**Run 1: port wiring**

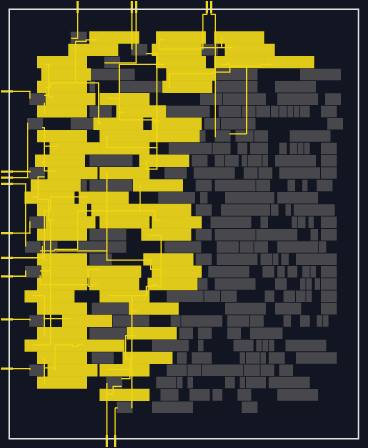
**Run 1: M3 wires**

The bar under the picture is 20 um long.
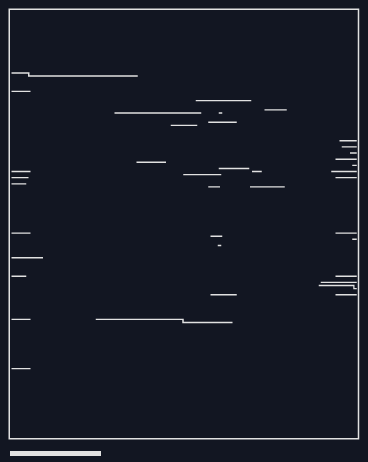
**Run 1: cells colored by class**

Fill, decap, tap and diode cells in gray.
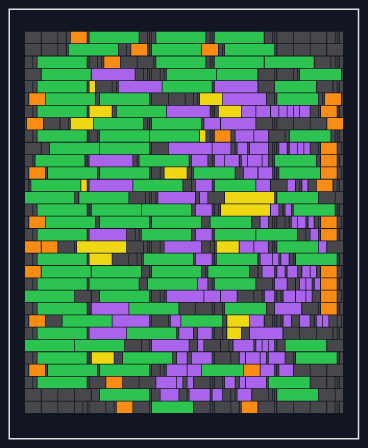
`src/rtl/tiny_nn_pkg.sv`:
```
// Shared tiny_nn types: 16-bit bfloat-style fp_t, special encodings, NaN test
// and the result transmitter's FSM states.
package tiny_nn_pkg;

    typedef logic [15:0] fp_t;

    localparam fp_t FPStdNaN = 16'hFFFF;
    localparam fp_t FPZero   = 16'h0000;
    localparam fp_t FPPosInf = 16'h7F80;
    localparam fp_t FPNegInf = 16'hFF80;

    typedef enum logic [1:0] {IDLE, SEND_HI, SEND_LO} tx_state_e;

    // Denormal patterns and negative zero are reserved as NaN encodings here.
    function automatic logic is_nan(fp_t v);
        return ((v[14:7] == 8'h00) && (v[6:0] != 7'h00)) ||
               (v == 16'h8000) ||
               ((v[14:7] == 8'hFF) && (v[6:0] != 7'h00));
    endfunction

endpackage

```
`src/rtl/tiny_nn_result_tx_if.sv`:
```
// Result-in / byte-out handshake bundle of tiny_nn_result_tx.
interface tiny_nn_result_tx_if;
    import tiny_nn_pkg::*;

    logic       res_valid_i;
    logic       res_ready_o;
    fp_t        res_i;
    logic       out_valid_o;
    logic       out_ready_i;
    logic [7:0] out_data_o;
    logic       nan_seen_o;
    logic       busy_o;

    modport slave (
        input  res_valid_i, res_i, out_ready_i,
        output res_ready_o, out_valid_o, out_data_o, nan_seen_o, busy_o
    );

    modport master (
        output res_valid_i, res_i, out_ready_i,
        input  res_ready_o, out_valid_o, out_data_o, nan_seen_o, busy_o
    );

endinterface

```
`src/rtl/tiny_nn_fifo.sv`:
```
// Synchronous circular-buffer FIFO; push ignored when full, pop ignored when empty.
module tiny_nn_fifo #(
    parameter int Width = 16,
    parameter int Depth = 4,
    localparam int PtrW = $clog2(Depth),
    localparam int CntW = $clog2(Depth + 1)
) (
    input  logic             clk_i,
    input  logic             rst_i,
    input  logic             push,
    input  logic [Width-1:0] wdata,
    input  logic             pop,
    output logic [Width-1:0] rdata,
    output logic             full,
    output logic             empty,
    output logic [CntW-1:0]  count
);

    logic [Width-1:0] mem [Depth];
    logic [PtrW-1:0]  wptr, rptr;
    logic             do_push, do_pop;

    assign full    = (count == CntW'(Depth));
    assign empty   = (count == '0);
    assign do_push = push && !full;
    assign do_pop  = pop && !empty;
    assign rdata   = mem[rptr];

    always_ff @(posedge clk_i) begin
        if (do_push) mem[wptr] <= wdata;
    end

    // Depth is a power of two, so pointers wrap by natural overflow.
    always_ff @(posedge clk_i or posedge rst_i) begin
        if (rst_i) begin
            wptr  <= '0;
            rptr  <= '0;
            count <= '0;
        end else begin
            if (do_push) wptr <= wptr + PtrW'(1);
            if (do_pop)  rptr <= rptr + PtrW'(1);
            case ({do_push, do_pop})
                2'b10:   count <= count + CntW'(1);
                2'b01:   count <= count - CntW'(1);
                default: count <= count;
            endcase
        end
    end

endmodule

```
`src/rtl/tiny_nn_result_tx.sv`:
```
// Buffers fp_t results and sends each as two bytes (high first), with every
// NaN encoding collapsed to FPStdNaN.
module tiny_nn_result_tx
    import tiny_nn_pkg::*;
#(
    parameter int FifoDepth = 4
) (
    input  logic                clk_i,
    input  logic                rst_i,
    tiny_nn_result_tx_if.slave  bus
);

    localparam int CntW = $clog2(FifoDepth + 1);

    fp_t             head, canon;
    logic            head_nan;
    logic            full, empty, pop, load;
    logic [CntW-1:0] count;

    tx_state_e state_q, state_d;
    fp_t       word_q, word_d;
    logic      valid_q, valid_d;
    logic      nan_seen_q, nan_d;

    tiny_nn_fifo #(.Width(16), .Depth(FifoDepth)) u_fifo (
        .clk_i (clk_i),
        .rst_i (rst_i),
        .push  (bus.res_valid_i),
        .wdata (bus.res_i),
        .pop   (pop),
        .rdata (head),
        .full  (full),
        .empty (empty),
        .count (count)
    );

    assign head_nan = is_nan(head);
    assign canon    = head_nan ? FPStdNaN : head;

    // The byte on the bus is always the top of the shift register.
    always_comb begin
        state_d = state_q;
        word_d  = word_q;
        valid_d = valid_q;
        nan_d   = nan_seen_q;
        load    = 1'b0;
        case (state_q)
            IDLE:    load = !empty;
            SEND_HI: if (bus.out_ready_i) begin
                word_d  = {word_q[7:0], 8'h00};
                state_d = SEND_LO;
            end
            SEND_LO: if (bus.out_ready_i) begin
                if (!empty) begin
                    load = 1'b1;
                end else begin
                    valid_d = 1'b0;
                    word_d  = '0;
                    state_d = IDLE;
                end
            end
            default: state_d = IDLE;
        endcase
        if (load) begin
            word_d  = canon;
            valid_d = 1'b1;
            nan_d   = nan_seen_q | head_nan;
            state_d = SEND_HI;
        end
        pop = load;
    end

    always_ff @(posedge clk_i or posedge rst_i) begin
        if (rst_i) begin
            state_q    <= IDLE;
            word_q     <= '0;
            valid_q    <= 1'b0;
            nan_seen_q <= 1'b0;
        end else begin
            state_q    <= state_d;
            word_q     <= word_d;
            valid_q    <= valid_d;
            nan_seen_q <= nan_d;
        end
    end

    assign bus.res_ready_o = !full;
    assign bus.out_valid_o = valid_q;
    assign bus.out_data_o  = word_q[15:8];
    assign bus.nan_seen_o  = nan_seen_q;
    assign bus.busy_o      = (count != '0) || (state_q != IDLE);

endmodule

```
`src/flat_wrapper.sv`:
```
// flat-port wrapper written by rule: the top's interface ports become plain ports
module tiny_nn_result_tx_flat import tiny_nn_pkg::*;
#(
    parameter int FifoDepth = 4
)
  (clk_i, rst_i, bus_res_valid_i, bus_res_i, bus_out_ready_i, bus_res_ready_o, bus_out_valid_o, bus_out_data_o, bus_nan_seen_o, bus_busy_o);
  tiny_nn_result_tx_if bus_i ();
  input  logic clk_i;
  input  logic rst_i;
  input wire logic [$bits(bus_i.res_valid_i)-1:0] bus_res_valid_i;
  input wire logic [$bits(bus_i.res_i)-1:0] bus_res_i;
  input wire logic [$bits(bus_i.out_ready_i)-1:0] bus_out_ready_i;
  output wire logic [$bits(bus_i.res_ready_o)-1:0] bus_res_ready_o;
  output wire logic [$bits(bus_i.out_valid_o)-1:0] bus_out_valid_o;
  output wire logic [$bits(bus_i.out_data_o)-1:0] bus_out_data_o;
  output wire logic [$bits(bus_i.nan_seen_o)-1:0] bus_nan_seen_o;
  output wire logic [$bits(bus_i.busy_o)-1:0] bus_busy_o;
  assign bus_i.res_valid_i = bus_res_valid_i;
  assign bus_i.res_i = bus_res_i;
  assign bus_i.out_ready_i = bus_out_ready_i;
  assign bus_res_ready_o = bus_i.res_ready_o;
  assign bus_out_valid_o = bus_i.out_valid_o;
  assign bus_out_data_o = bus_i.out_data_o;
  assign bus_nan_seen_o = bus_i.nan_seen_o;
  assign bus_busy_o = bus_i.busy_o;
  tiny_nn_result_tx #(.FifoDepth(FifoDepth)) u_core (.clk_i(clk_i), .rst_i(rst_i), .bus(bus_i));
endmodule
```
`config.mk`:
```
export PLATFORM = sky130hd
export DESIGN_NAME = tiny_nn_result_tx_flat
export DESIGN_NICKNAME = d
export VERILOG_FILES = /design/src/rtl/tiny_nn_pkg.sv /design/src/rtl/tiny_nn_result_tx_if.sv /design/src/rtl/tiny_nn_fifo.sv /design/src/rtl/tiny_nn_result_tx.sv /design/src/flat_wrapper.sv
export SDC_FILE = /design/constraint.sdc
export NUM_CORES = 1
export LEC_CHECK = 0
export ABC_AREA = 0
export CAP_MARGIN = 10
export CORE_ASPECT_RATIO = 1.25
export CORE_MARGIN = 3
export CORE_UTILIZATION = 61
export CTS_CLUSTER_SIZE = 14
export DETAILED_ROUTE_END_ITERATION = 10
export PLACE_DENSITY_LB_ADDON = 0.2
export SYNTH_ARGS = -nofsm -noshare
export SYNTH_HDL_FRONTEND = slang
export SYNTH_HIERARCHICAL = 1
export SYNTH_SLANG_ARGS = --single-unit
```
`constraint.sdc`:
```
create_clock -name clk_i -period 5.3 [get_ports clk_i]
set_input_delay 0.53 -clock clk_i [delete_from_list [all_inputs] [get_ports clk_i]]
set_output_delay 0.53 -clock clk_i [all_outputs]
set_load 0.01 [all_outputs]
```
==> ds_physical_params.txt, run 1 <==
Physical design parameters

Parameter                              Value

Status
  Run status    finished, final reports clean

Finish
  Fraction of final layout cells with drive strength greater than 1    11.9%
  Non-filler instance count after layout    ~330

Synthesis
  Synth Net Count    ~250
  Share of synthesized area occupied by flip-flops and latches    between 60 and 70%
  Average instance area after synthesis    roughly 17 um2
  Yosys Warn Count    6
  Post-Synth AOI/OAI Area    approximately 7.5%
  Number of cell instances after yosys synthesis    around 220
  Adder Share, Synth    under 10%
  Async set-reset flop share out of synthesis    29.7%
  Library cells used by synthesis    42
  Gate count after technology mapping    221
  Dominant non-sequential cell family after synthesis    multiplexers

Final timing
  Final number of max-transition violations    0
  RSZ-0062 raised after global routing    false
  Worst rel slew slack    36.3%
  WHS    0.452 ns
  Part of the cycle the worst path needs    between 50% and 60%
  Top achievable clock speed    324 MHz

Clock network
  Clock transition at path regs    0.08 ns
  Clock latency at the later pin of the worst-skew pair    between 0.3 and 0.4 ns
  CTS sink count    between 90 and 100

Setup path
  Worst-case register-to-register setup slack    ~2.2 ns
  R2r endpoint    u_core/word_q[11]
  CP startpoint kind    register
  Largest fanout on the critical path    18
  Setup crit end kind    register

Power and ir drop
  P per Cell Area    about 570 nW/um2
  Internal    approximately 0.0017 W
  Leak    between 1.5 and 2 nW
  Portion of total power attributed to the clock network    a little over a fifth

Floorplanning
  Initial Util    64.4%
  Area of the core region    about 5900 um2
  Placement row count    31
  Die width    76.8 um

Global routing
  Routing layer with the top usage in global route    met2
  Vias in the first global route    1,982
  Met1 GRT Util    a little under a quarter
  Met2 routing resource usage after global routing    between 30% and 40%

Drt
  Remaining design rule violation count    0
  Mean routed wirelength per cell    between 15 and 20 um
  Residual antenna-violating net count after detailed routing    0

Min path
  Hold crit path type    primary input to asynchronous set/reset pin

Placed design
  RePlAce Congestion    approximately 0.81

Job
  Total tool warning count    29
About 'port wiring':
color	port	bits	direction	end cells	buffers	wire
yellow	`bus_res_i`	16	input	64	16	677 um

About 'M3 wires':
share of all routed wire	3.8%
nets with wire on the layer	33
main direction	horizontal
longest straight run	23.9 um

About 'cells colored by class':
color	class	cells	share of their area
yellow	clock drivers and dummy loads	16	5.5%
green	sequential cells	91	61%
purple	combinational and other logic	114	26%
orange	remaining buffers and delay cells	31	7.3%

-- run 1: per-layer routing --
metal / share of wire (%) / wire length (um)
met1: 43 / 2650
met5: 0 / 0
met3: 3.8 / 234
met4: 1.1 / 65
met2: 52 / 3170
-- run 1: flip-flops by register name, indices dropped and copies added, names as in the netlist --
signal and flops:
u_core/bus.nan_seen_o 1, u_core/state_q 2, u_core/bus.out_valid_o 1, u_core/word_q 16
u_core/u_fifo/mem 64, u_core/u_fifo/wptr 2, u_core/u_fifo/rptr 2, u_core/u_fifo/count 3
-- run 1: final cells by class --
| cell class | count | area [um2] | share of cell area, % |
|---|---|---|---|
| Timing Repair Buffer | 31 | 310 | 7.15 |
| Clock buffer | 12 | 135 | 3.11 |
| Multi-Input combinational cell | 104 | 1060 | 24.4 |
| Tap cell | 82 | 103 | 2.36 |
| Inverter | 10 | 37.5 | 0.865 |
| Clock inverter | 4 | 98.8 | 2.28 |
| Sequential cell | 91 | 2600 | 59.8 |
-- run 1: how the worst min path moves through the flow --
stage                     cells after the start             startpoint  slack, ns                      to
after floorplan                               1                  rst_i       0.33  u_core/u_fifo/count[0]
after global placement                        1  u_core/bus.nan_seen_o       0.46   u_core/bus.nan_seen_o
after detailed placement                      1  u_core/bus.nan_seen_o       0.47   u_core/bus.nan_seen_o
after CTS                                     2                  rst_i       0.45   u_core/u_fifo/wptr[1]
after global routing                          2                  rst_i       0.49   u_core/u_fifo/wptr[1]
final                                         2                  rst_i       0.45   u_core/u_fifo/wptr[1]
-- run 1: power by group through the flow --
stage	clock network, W	logic, W	registers [W]
final	0.000541	0.000816	0.00114
after global routing	0.000581	0.000887	0.00117
after CTS	0.000553	0.000816	0.00114
after detailed placement	0	0.000811	0.00116
after global placement	0	0.000800	0.00115
after floorplan	0	0.000721	0.00106
**Run 1: cell outlines without signal wires**

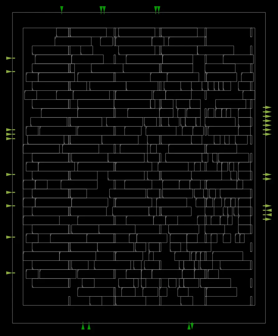

==> run 2, diff against run 1 <==
--- a/config.mk
+++ b/config.mk
@@ -9,7 +9,7 @@
 export CAP_MARGIN = 10
 export CORE_ASPECT_RATIO = 1.25
 export CORE_MARGIN = 3
-export CORE_UTILIZATION = 61
+export CORE_UTILIZATION = 52
 export CTS_CLUSTER_SIZE = 14
 export DETAILED_ROUTE_END_ITERATION = 10
 export PLACE_DENSITY_LB_ADDON = 0.2
==> constraint.sdc (replaced) <==
create_clock -name clk_i -period 2.7 [get_ports clk_i]
set_input_delay 0.27 -clock clk_i [delete_from_list [all_inputs] [get_ports clk_i]]
set_output_delay 0.27 -clock clk_i [all_outputs]
set_load 0.01 [all_outputs]
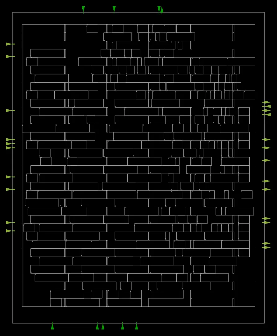
**Above:** run 2 (cell outlines without signal wires).
placement row count: 34
num tapcells: 90
flop share of the area: 59.2%

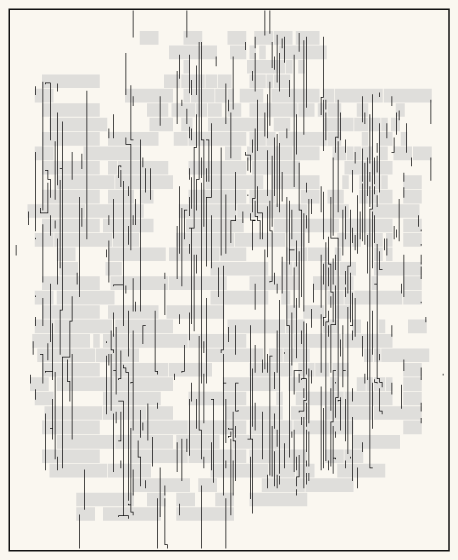
**Above:** run 2 (met2 routing).
Cells faint in the background.
wire length on this layer	3,090 um
longest straight run	48.8 um
share of all routed wire	50%
main direction	vertical

==> run 2 against run 1 <==
Compared with the run above: cell count rose by 6.0%; worst setup slack got worse by 2.0 ns; sequential share of layout area down 0.63 points; critical path depth up 1; clock skew is 0.0032 ns higher; via count decreased by 2.0%; critical endpoint is now u_core/word_q[14]; global-route usage down 1.8 points; largest cell class unchanged.
==> ds_physical_params.txt, run 2 <==
Physical design parameters

Parameter                              Value

Power and ir drop
  Total power consumption of the routed design    around 0.0048 W
  Leak    1.59 nW
  Peak supply drop    0.512 mV
  P per Cell Area    roughly 1100 nW/um2

Finish
  Post-route core utilization    slightly above 60%
  Max reg flops    roughly 64
  Fraction of final layout cells with drive strength greater than 1    between 10% and 20%
  Commonest non-fill, non-tap cell in the layout    sky130_fd_sc_hd__edfxtp_1
  Sequential cell area    2600 um2
  Non-filler instance count after layout    354
  Register with the most flip-flops    u_core/u_fifo/mem
  Count of nets after finishing    between 200 and 300
  Largest regs    u_core/u_fifo/mem (64), u_core/word_q (16), u_core/u_fifo/count (3)
  Logic area    1060 um2
  Most frequent cells in the layout    64 x sky130_fd_sc_hd__edfxtp_1, 31 x sky130_fd_sc_hd__clkdlybuf4s50_1, 27 x sky130_fd_sc_hd__dfrtp_1

Synthesis
  Number of cell instances after yosys synthesis    approximately 220
  Synth Net Count    ~250
  Most area-hungry cell type in the Yosys netlist    sky130_fd_sc_hd__edfxtp_1
  Gate count after technology mapping    221
  Share of synthesized area occupied by flip-flops and latches    between 60 and 70%
  Most frequent cell after synthesis    sky130_fd_sc_hd__edfxtp_1
  Async set-reset flop share out of synthesis    between 20 and 30%
  Most common flop cell mapped by yosys    sky130_fd_sc_hd__edfxtp_1
  Average instance area after synthesis    17.3 um2
  Library cells used by synthesis    roughly 42
  Top-area cell share    around half
  Yosys Warn Count    6

Floorplanning
  Die height    roughly 100 um
  Initial Util    a little over half
  Die width    just over 80 um
  Area of the core region    slightly above 7000 um2

Setup path
  Required time worst endpoint    roughly 3.0 ns
  Setup crit end kind    register
  Dominant delay contributor by cell family on the critical path    simple AND/OR/NAND/NOR gates
  Arrival time of the worst setup path    between 2 and 3 ns
  Largest fanout on the critical path    18
  CP startpoint kind    register

Final timing
  Setup violators final    0
  Worst Tran Pin Value    ~0.76 ns
  Final number of max-transition violations    0
  Top achievable clock speed    between 300 and 400 MHz
  Final hold violation count    0
  WHS    0.191 ns
  Worst rel slew slack    49.0%
  RSZ-0062 raised after global routing    false
  Part of the cycle the worst path needs    ~93%

Clock network
  Clock transition at path regs    approximately 0.09 ns
  # resized after CTS    0
  Clock latency at the later pin of the worst-skew pair    roughly 0.35 ns
  CTS sink count    approximately 91
  Number of levels the H-tree was split into    3
  TritonCTS clock tree    done
  Number of buffers inserted to repair setup after CTS    0

Drt
  Residual antenna-violating net count after detailed routing    0
  Routed met2 length    around 3 mm
  Mean routed wirelength per cell    17.4 um
  Highest layer used for signal routing    met4
  Detailed-route wire length on metal 1    between 2 and 3 mm
  Detailed-routing iteration count for the pre-antenna-repair pass    4
  Remaining design rule violation count    0
  Wire length on met3    between 200 and 250 um

Placed design
  Placed standard-cell area    between 4000 and 5000 um2
  Pre-CTS setup slack    ~0.18 ns
  RePlAce Congestion    between 0.7 and 0.8
  Count of input and output buffers    31
  Total half-perimeter wirelength after legalization and detailed placement    around 4.2 mm

Global routing
  Vias in the first global route    between 1.5k and 2k
  Initial antenna violation count    0
  First-pass GRT wire length    around 10 mm
  Gr ovfl total    0

Job
  Total tool warning count    29
  Count of maximum capacitance violations    0

Status
  Run status    finished, final reports clean

Min path
  Hold crit path type    primary input to asynchronous set/reset pin
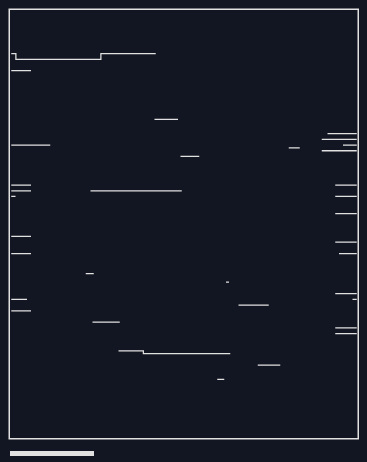
**Above:** run 2 (M3 wires).
The bar under the picture is 20 um long.
wire length on this layer	221 um
longest straight run	21.4 um

## run 2: report_power, final
part	switching (W)	leakage (nW)	internal (W)
clock	0.000459	0.0885	0.000337
sequential	0.000231	0.909	0.00192
combinational	0.000899	0.590	0.000912
total	0.00159	1.59	0.00317
## run 2: cell type report
cell class | count | area share, %
repair buffers | 43 | 9.41
clock buffers | 10 | 2.91
multi-input cells | 104 | 24.2
inverters | 10 | 0.855
flip-flops and latches | 91 | 59.2
well taps | 90 | 2.57
clock inverters | 6 | 0.912
## run 2: final timing paths
| check | endpoint | startpoint | depth (start not counted) | slack [ns] |
|---|---|---|---|---|
| min | u_core/u_fifo/count[2] | rst_i | 2 | 0.19 |
| min reg2reg | u_core/bus.nan_seen_o | u_core/bus.nan_seen_o | 1 | 0.48 |
| max | u_core/word_q[14] | u_core/u_fifo/rptr[0] | 7 | 0.18 |
| min in group clk_i | u_core/bus.nan_seen_o | u_core/bus.nan_seen_o | 1 | 0.48 |
| max reg2reg | u_core/word_q[14] | u_core/u_fifo/rptr[0] | 7 | 0.18 |
| max in group asynchronous | u_core/word_q[9] | rst_i | 2 | 1.82 |
## run 2: cell families (layout without fill, tap and decap cells)
| logic type | Yosys count | after routing | synth area share, % |
|---|---|---|---|
| buf+inv | 26 | 69 | 4.26 |
| compound gates | 36 | 36 | 7.47 |
| xor+xnor | 6 | 6 | 1.38 |
| simple gates | 38 | 38 | 5.96 |
| fa+ha+maj | 6 | 6 | 2.16 |
| mux | 18 | 18 | 10.8 |
| flops | 91 | 91 | 68.0 |
## run 2: routing by layer
| layer | vias to the layer above | track usage, % |
|---|---|---|
| met1 | 969 | 22.2 |
| met3 | 7 | 3.26 |
| met5 | - | 0 |
| li1 | 938 | - |
| met4 | 0 | 7.17 |
| met2 | 40 | 26.5 |
No activity file was given, so power comes from the tool's default toggle rates.
